### Zoomed window, run 1

Region (10, 19) to (40, 49) µm. Cells in gray, sequential cells in the stronger gray; small squares are vias.
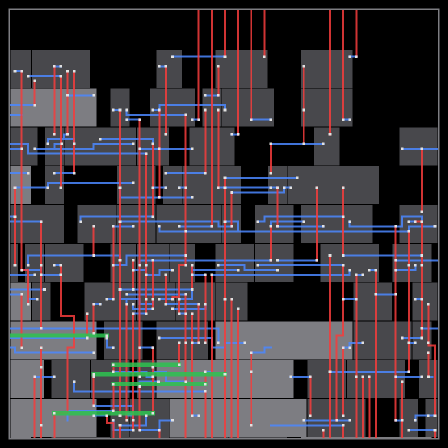
### Met1 routing, run 1

(8 px per µm) Supply wires on this layer in gray.
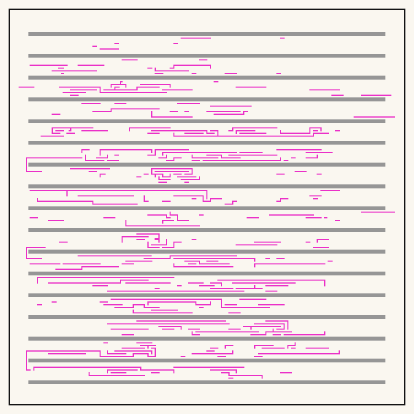
### Gate families picked out, run 1

(10 px per µm)
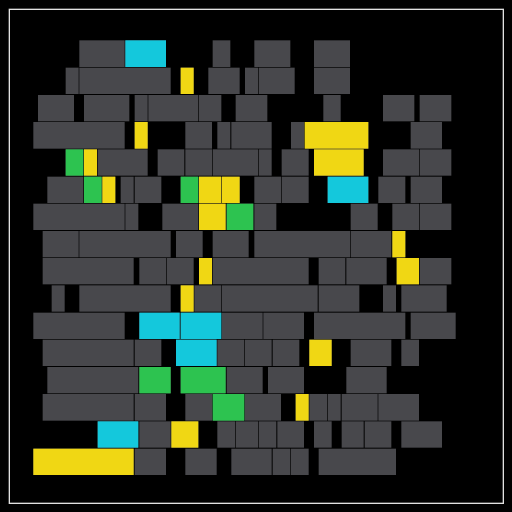
$ cat src/rtl/imm_seq_pkg.sv
// Shared types and constants for the immediate-instruction control sequencer:
// state encoding, opcode values and the decoder output bundle.
package imm_seq_pkg;

    // T0..T5 encode directly as their T-step number
    typedef enum logic [2:0] {
        S_T0   = 3'd0,
        S_T1   = 3'd1,
        S_T2   = 3'd2,
        S_T3   = 3'd3,
        S_T4   = 3'd4,
        S_T5   = 3'd5,
        S_HALT = 3'd6,
        S_IDLE = 3'd7
    } state_t;

    localparam logic [4:0] OP_LDI  = 5'd17;
    localparam logic [4:0] OP_ADDI = 5'd12;
    localparam logic [4:0] OP_ANDI = 5'd13;
    localparam logic [4:0] OP_ORI  = 5'd14;

    localparam logic [2:0] TSTEP_IDLE = 3'd7;

    typedef struct packed {
        logic grb;
        logic ba_out;
        logic rout;
        logic yin;
        logic alu_add;
        logic alu_and;
        logic alu_or;
        logic legal;
    } op_dec_t;

endpackage

$ cat src/rtl/imm_op_decoder.sv
// Combinational opcode decoder: operand-fetch strobe set, ALU select and
// legality for the immediate instruction group.
module imm_op_decoder
    import imm_seq_pkg::*;
#(
    parameter int OPW = 5
) (
    input  logic [OPW-1:0] opcode,
    output op_dec_t        dec
);

    always_comb begin
        dec = '0;
        if (opcode == OPW'(OP_LDI)) begin
            dec.grb     = 1'b1;
            dec.ba_out  = 1'b1;
            dec.yin     = 1'b1;
            dec.alu_add = 1'b1;
            dec.legal   = 1'b1;
        end else if (opcode == OPW'(OP_ADDI)) begin
            dec.grb     = 1'b1;
            dec.rout    = 1'b1;
            dec.yin     = 1'b1;
            dec.alu_add = 1'b1;
            dec.legal   = 1'b1;
        end else if (opcode == OPW'(OP_ANDI)) begin
            dec.grb     = 1'b1;
            dec.rout    = 1'b1;
            dec.yin     = 1'b1;
            dec.alu_and = 1'b1;
            dec.legal   = 1'b1;
        end else if (opcode == OPW'(OP_ORI)) begin
            dec.grb     = 1'b1;
            dec.rout    = 1'b1;
            dec.yin     = 1'b1;
            dec.alu_or  = 1'b1;
            dec.legal   = 1'b1;
        end
    end

endmodule

$ cat src/rtl/imm_control_sequencer.sv
// T-step control sequencer for LDI/ADDI/ANDI/ORI.
// Optional IMM_SEQ_SINGLE_STEP_EN adds a step input that gates every state advance.
module imm_control_sequencer
    import imm_seq_pkg::*;
#(
    parameter int OPW      = 5,
    parameter int MEM_WAIT = 0,
    parameter int AUTO_RUN = 0
) (
    input  logic           clock,
    input  logic           clear_n,
`ifdef IMM_SEQ_SINGLE_STEP_EN
    input  logic           step,
`endif
    input  logic           run,
    input  logic [OPW-1:0] ir_opcode,
    output logic           PCout,
    output logic           MARin,
    output logic           IncPC,
    output logic           Zlowin,
    output logic           Zlowout,
    output logic           PCin,
    output logic           MDMuxread,
    output logic           RAMread,
    output logic           MDRin,
    output logic           MDRout,
    output logic           IRin,
    output logic           Grb,
    output logic           Gra,
    output logic           Rin,
    output logic           Rout,
    output logic           BAout,
    output logic           Yin,
    output logic           CSEout,
    output logic           ADD,
    output logic           AND,
    output logic           OR,
    output logic [2:0]     tstep,
    output logic           busy,
    output logic           done,
    output logic           illegal
);

    localparam logic       AUTO_ON   = (AUTO_RUN != 0);
    localparam logic [2:0] WAIT_LAST = 3'(MEM_WAIT);

    state_t         state;
    logic [OPW-1:0] op_q;
    logic [2:0]     wait_cnt;
    logic           sync_q1;
    logic           rst_sync_n;
    logic           advance;
    logic [OPW-1:0] dec_op;
    op_dec_t        dec;

`ifdef IMM_SEQ_SINGLE_STEP_EN
    assign advance = step;
`else
    assign advance = 1'b1;
`endif

    // Assertion passes straight through; release is delayed by two edges
    always_ff @(posedge clock or negedge clear_n) begin
        if (!clear_n) begin
            sync_q1    <= 1'b0;
            rst_sync_n <= 1'b0;
        end else begin
            sync_q1    <= 1'b1;
            rst_sync_n <= sync_q1;
        end
    end

    // One decoder serves T3 (live IR field) and T4 (latched opcode)
    assign dec_op = (state == S_T4) ? op_q : ir_opcode;

    imm_op_decoder #(.OPW(OPW)) u_dec (
        .opcode (dec_op),
        .dec    (dec)
    );

    always_ff @(posedge clock or negedge rst_sync_n) begin
        if (!rst_sync_n) begin
            state    <= S_IDLE;
            op_q     <= '0;
            wait_cnt <= '0;
            illegal  <= 1'b0;
        end else if (advance) begin
            case (state)
                S_IDLE: if (run || AUTO_ON) state <= S_T0;
                S_T0:   state <= S_T1;
                S_T1: begin
                    if (wait_cnt == WAIT_LAST) begin
                        wait_cnt <= '0;
                        state    <= S_T2;
                    end else begin
                        wait_cnt <= wait_cnt + 3'd1;
                    end
                end
                S_T2:   state <= S_T3;
                S_T3: begin
                    op_q <= ir_opcode;
                    if (dec.legal) begin
                        state <= S_T4;
                    end else begin
                        illegal <= 1'b1;
                        state   <= S_HALT;
                    end
                end
                S_T4:   state <= S_T5;
                S_T5:   state <= (run || AUTO_ON) ? S_T0 : S_IDLE;
                S_HALT: state <= S_HALT;
                default: state <= S_IDLE;
            endcase
        end
    end

    always_comb begin
        {PCout, MARin, IncPC, Zlowin, Zlowout, PCin, MDMuxread, RAMread,
         MDRin, MDRout, IRin, Grb, Gra, Rin, Rout, BAout, Yin, CSEout,
         ADD, AND, OR} = '0;
        case (state)
            S_T0: begin
                PCout  = 1'b1;
                MARin  = 1'b1;
                IncPC  = 1'b1;
                Zlowin = 1'b1;
            end
            S_T1: begin
                MDMuxread = 1'b1;
                RAMread   = 1'b1;
                MDRin     = 1'b1;
                if (wait_cnt == '0) begin
                    PCin    = 1'b1;
                    Zlowout = 1'b1;
                end
            end
            S_T2: begin
                MDRout = 1'b1;
                IRin   = 1'b1;
            end
            S_T3: begin
                Grb   = dec.grb;
                BAout = dec.ba_out;
                Rout  = dec.rout;
                Yin   = dec.yin;
            end
            S_T4: begin
                CSEout = 1'b1;
                Zlowin = 1'b1;
                ADD    = dec.alu_add;
                AND    = dec.alu_and;
                OR     = dec.alu_or;
            end
            S_T5: begin
                Zlowout = 1'b1;
                Gra     = 1'b1;
                Rin     = 1'b1;
            end
            default: ;
        endcase
    end

    assign tstep = (state == S_IDLE || state == S_HALT) ? TSTEP_IDLE : 3'(state);
    assign busy  = (state != S_IDLE) && (state != S_HALT);
    assign done  = (state == S_T5);

endmodule

$ cat config.mk
export PLATFORM = sky130hd
export DESIGN_NAME = imm_control_sequencer
export DESIGN_NICKNAME = d
export VERILOG_FILES = /design/src/rtl/imm_seq_pkg.sv /design/src/rtl/imm_op_decoder.sv /design/src/rtl/imm_control_sequencer.sv
export SDC_FILE = /design/constraint.sdc
export NUM_CORES = 1
export LEC_CHECK = 0
export CAP_MARGIN = 20
export CORE_MARGIN = 2
export CORE_UTILIZATION = 41
export DETAILED_ROUTE_END_ITERATION = 8
export PLACE_DENSITY = 0.79
export SYNTH_ARGS = -nofsm -noshare
export SYNTH_HDL_FRONTEND = slang
export SYNTH_SLANG_ARGS = --single-unit
$ cat constraint.sdc
create_clock -name clock -period 2.1 [get_ports clock]
set_input_delay 0.525 -clock clock [delete_from_list [all_inputs] [get_ports clock]]
set_output_delay 0.525 -clock clock [all_outputs]
set_load 0.01 [all_outputs]
==> writeup.txt, run 1 <==
In this run the number of cells on the critical path is 5. Of the total standard cell area in the layout, the sequential portion is 25.3%. Endpoints with negative setup slack in the final report add up to 5.

Summed over all layers, the routed wires come to 2080 µm. Number of hold violations in the final report: 0. Per the post-run analysis, buffers plus inverters along the critical path come to 3.

The run gives 0 for the count of flip-flops with a built-in enable after synthesis. Total power after layout: 1880 µW. As reported, the later end of the worst-skew pair has a clock insertion delay of 0.28 ns. Summing over the stages, the warning tally comes to 29. The final reports fail on negative setup slack.

The run finished, with violations left. Per the detail_route log, met3 wirelength is 104 µm. In the final design, more cell area goes to non-clock buffers than to any other class. Entering global routing, the biggest net connects 13 pins. Critical path capture point: OR. Power attributed to sequential cells is 506 µW. After layout, the clock buffer instance count stands at 4. The logs give 14 for the number of sequential storage elements and -0.0853 ns for the final worst-path setup slack. Per the OpenROAD floorplan log, the width of the die is 49.3 µm.
Notes on 'Zoomed window' above:
met1: drawn in blue. met2: drawn in red. met3: drawn in green.
Netlist names of flops here include state (3). Most frequent: buf_4 (12), nor2_1 (6), nand2_1 (5). 65 logic cells have their middle in the window. Sequential cells in the window: 6.

Notes on 'Met1 routing' above:
131 nets have wire on it. The layer holds 43% of the routed length. The wires run mostly horizontal. The longest straight run is 22.1 µm. The layer carries 892 µm of wire.

Notes on 'Gate families picked out' above:
inverting AOI/OAI gates: drawn in green, cells 7. NAND gates: drawn in yellow, cells 17. multiplexers: drawn in cyan, cells 6.
multi-input gate share of the layout cell area: 33.0%
final std cells w/o fill: 163
Commonest Layout Cell: sky130_fd_sc_hd__buf_4

### Congestion heat map, run 1

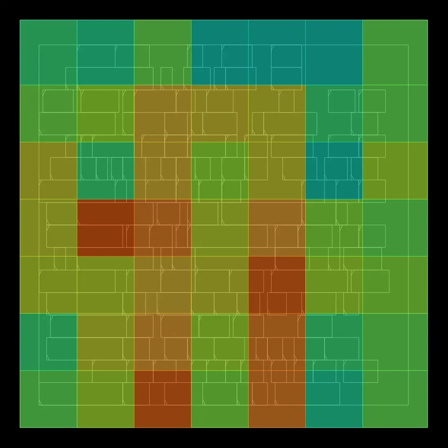

## Run 2: what changed since run 1
--- a/config.mk
+++ b/config.mk
@@ -7,9 +7,10 @@
 export LEC_CHECK = 0
 export CAP_MARGIN = 20
 export CORE_MARGIN = 2
-export CORE_UTILIZATION = 41
+export CORE_UTILIZATION = 40
+export CTS_CLUSTER_DIAMETER = 30
 export DETAILED_ROUTE_END_ITERATION = 8
-export PLACE_DENSITY = 0.79
+export PLACE_DENSITY = 0.78
 export SYNTH_ARGS = -nofsm -noshare
 export SYNTH_HDL_FRONTEND = slang
 export SYNTH_SLANG_ARGS = --single-unit
### Congestion heat map, run 2

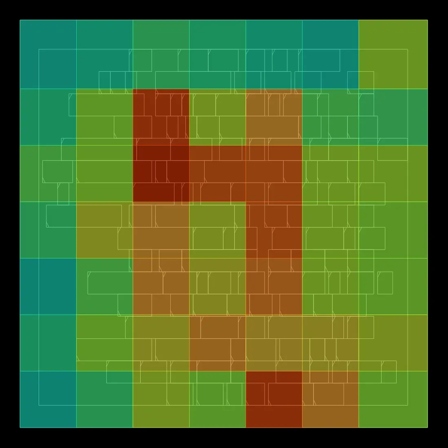
global-route layer with the greatest usage: met2
M3 GR Usage: 1.52%
M1 GR Usage: 21.5%
post-route core utilization: 67.9%

==> writeup.txt, run 2 <==
The checks that failed: negative setup slack. The run gives 26.5% for the fraction of the mapped netlist area in simple logic gates. The routed wire length was 2120 µm; the count of cell instances traversed by the critical path was 5. The number of warnings in the stage logs was 29. The library cell used most frequently in the layout, excluding fill and tap cells, is sky130_fd_sc_hd__dlygate4sd2_1. The run gives 13 as the largest net degree at the start of global routing. The count of flip-flops with a built-in enable after synthesis was 0; the initial antenna violation count was 0. The largest registers in the layout are op_q x5, state x3, wait_cnt x3. Total cell area at the placement stage: 1200 µm². The predominant post-synthesis flop cell was sky130_fd_sc_hd__dfrtp_1.

Multi-input gates account for 33.1% of the area. The number of buffers created by CTS was 3; the fraction of the yosys area taken by sequential cells was 42.2%. The first detailed-routing pass took 4 iterations. For the insertion delay at the late pin of the worst-skew pair, the log shows 0.28 ns.

Along the critical path, the tally of buffer and inverter instances is 3. For the final number of setup-violating endpoints, the log shows 6. The family with the most delay on the worst path is simple AND/OR/NAND/NOR gates.

The fraction of cell area in sequential cells is reported as 26.6%. After synthesis the cells add up to 840 µm². The synthesized netlist devotes 2.98% of its cell area to adder and majority cells.

For this run, the number of standard cells in the final layout without fillers is 158. Logic area: 442 µm². Path class of the lowest-slack min-delay path: reg -> async.

For the final worst-path setup slack, the log shows -0.104 ns. In the detailed route, the total length drawn on met3 is 65 µm. The tools report the launch instance of the worst register-to-register path as state[2]. The number of hold violations in the final report was 0; the depth of the worst register-to-register path was 10.

Per the OpenROAD floorplan log, the width of the die is 49.8 µm. By area the synthesized netlist is led by sky130_fd_sc_hd__dfrtp_1 (33%), sky130_fd_sc_hd__dfstp_2 (9.4%), sky130_fd_sc_hd__buf_4 (7.2%). The critical path ends at OR. The power consumed by the clock network was 192 µW. The floorplan report gives the top-level pin count as 35. According to the CTS report, the clock sink count is 14. The total negative slack came out at -0.289 ns. In the synthesized netlist, mux cells make up 8.05% of the area. After layout, the clock buffer instance count stands at 4. The cell type taking the most area is non-clock buffers. The run gives 36.7% as the global routing met2 resource utilization. Largest non-sequential cell family by area: simple AND/OR/NAND/NOR gates. Setup repair after global routing could not meet its margin everywhere.

The tools report the proportion of power drawn by combinational gates as 61.2%. Of all the cell area in the finished design, non-clock buffers hold 33.9%. The flow ran to the end, but the final reports show violations. The tools report the flip-flop and latch power as 512 µW. Power comes to 1810 µW. The run gives 14 for the number of sequential storage elements.
### Zoomed window, run 2

Region (10, 20) to (40, 50) µm. Cells in gray, sequential cells in the stronger gray; small squares are vias.
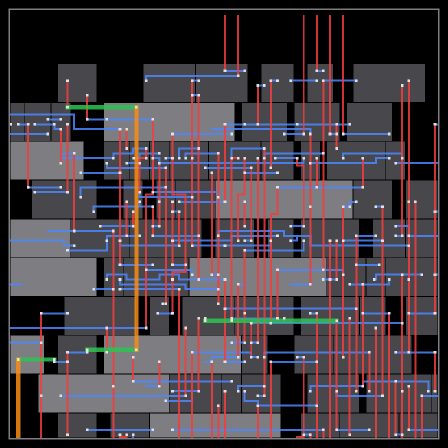
met1: drawn in blue. met4: drawn in orange. met3: drawn in green. met2: drawn in red.
Sequential cells in the window: 8. 68 logic cells have their middle in the window. Most frequent: buf_4 (7), nand2_1 (5), dfrtp_1 (5). Netlist names of flops here include state (3), wait_cnt (2).

Power is estimated from default activity; no workload was simulated.
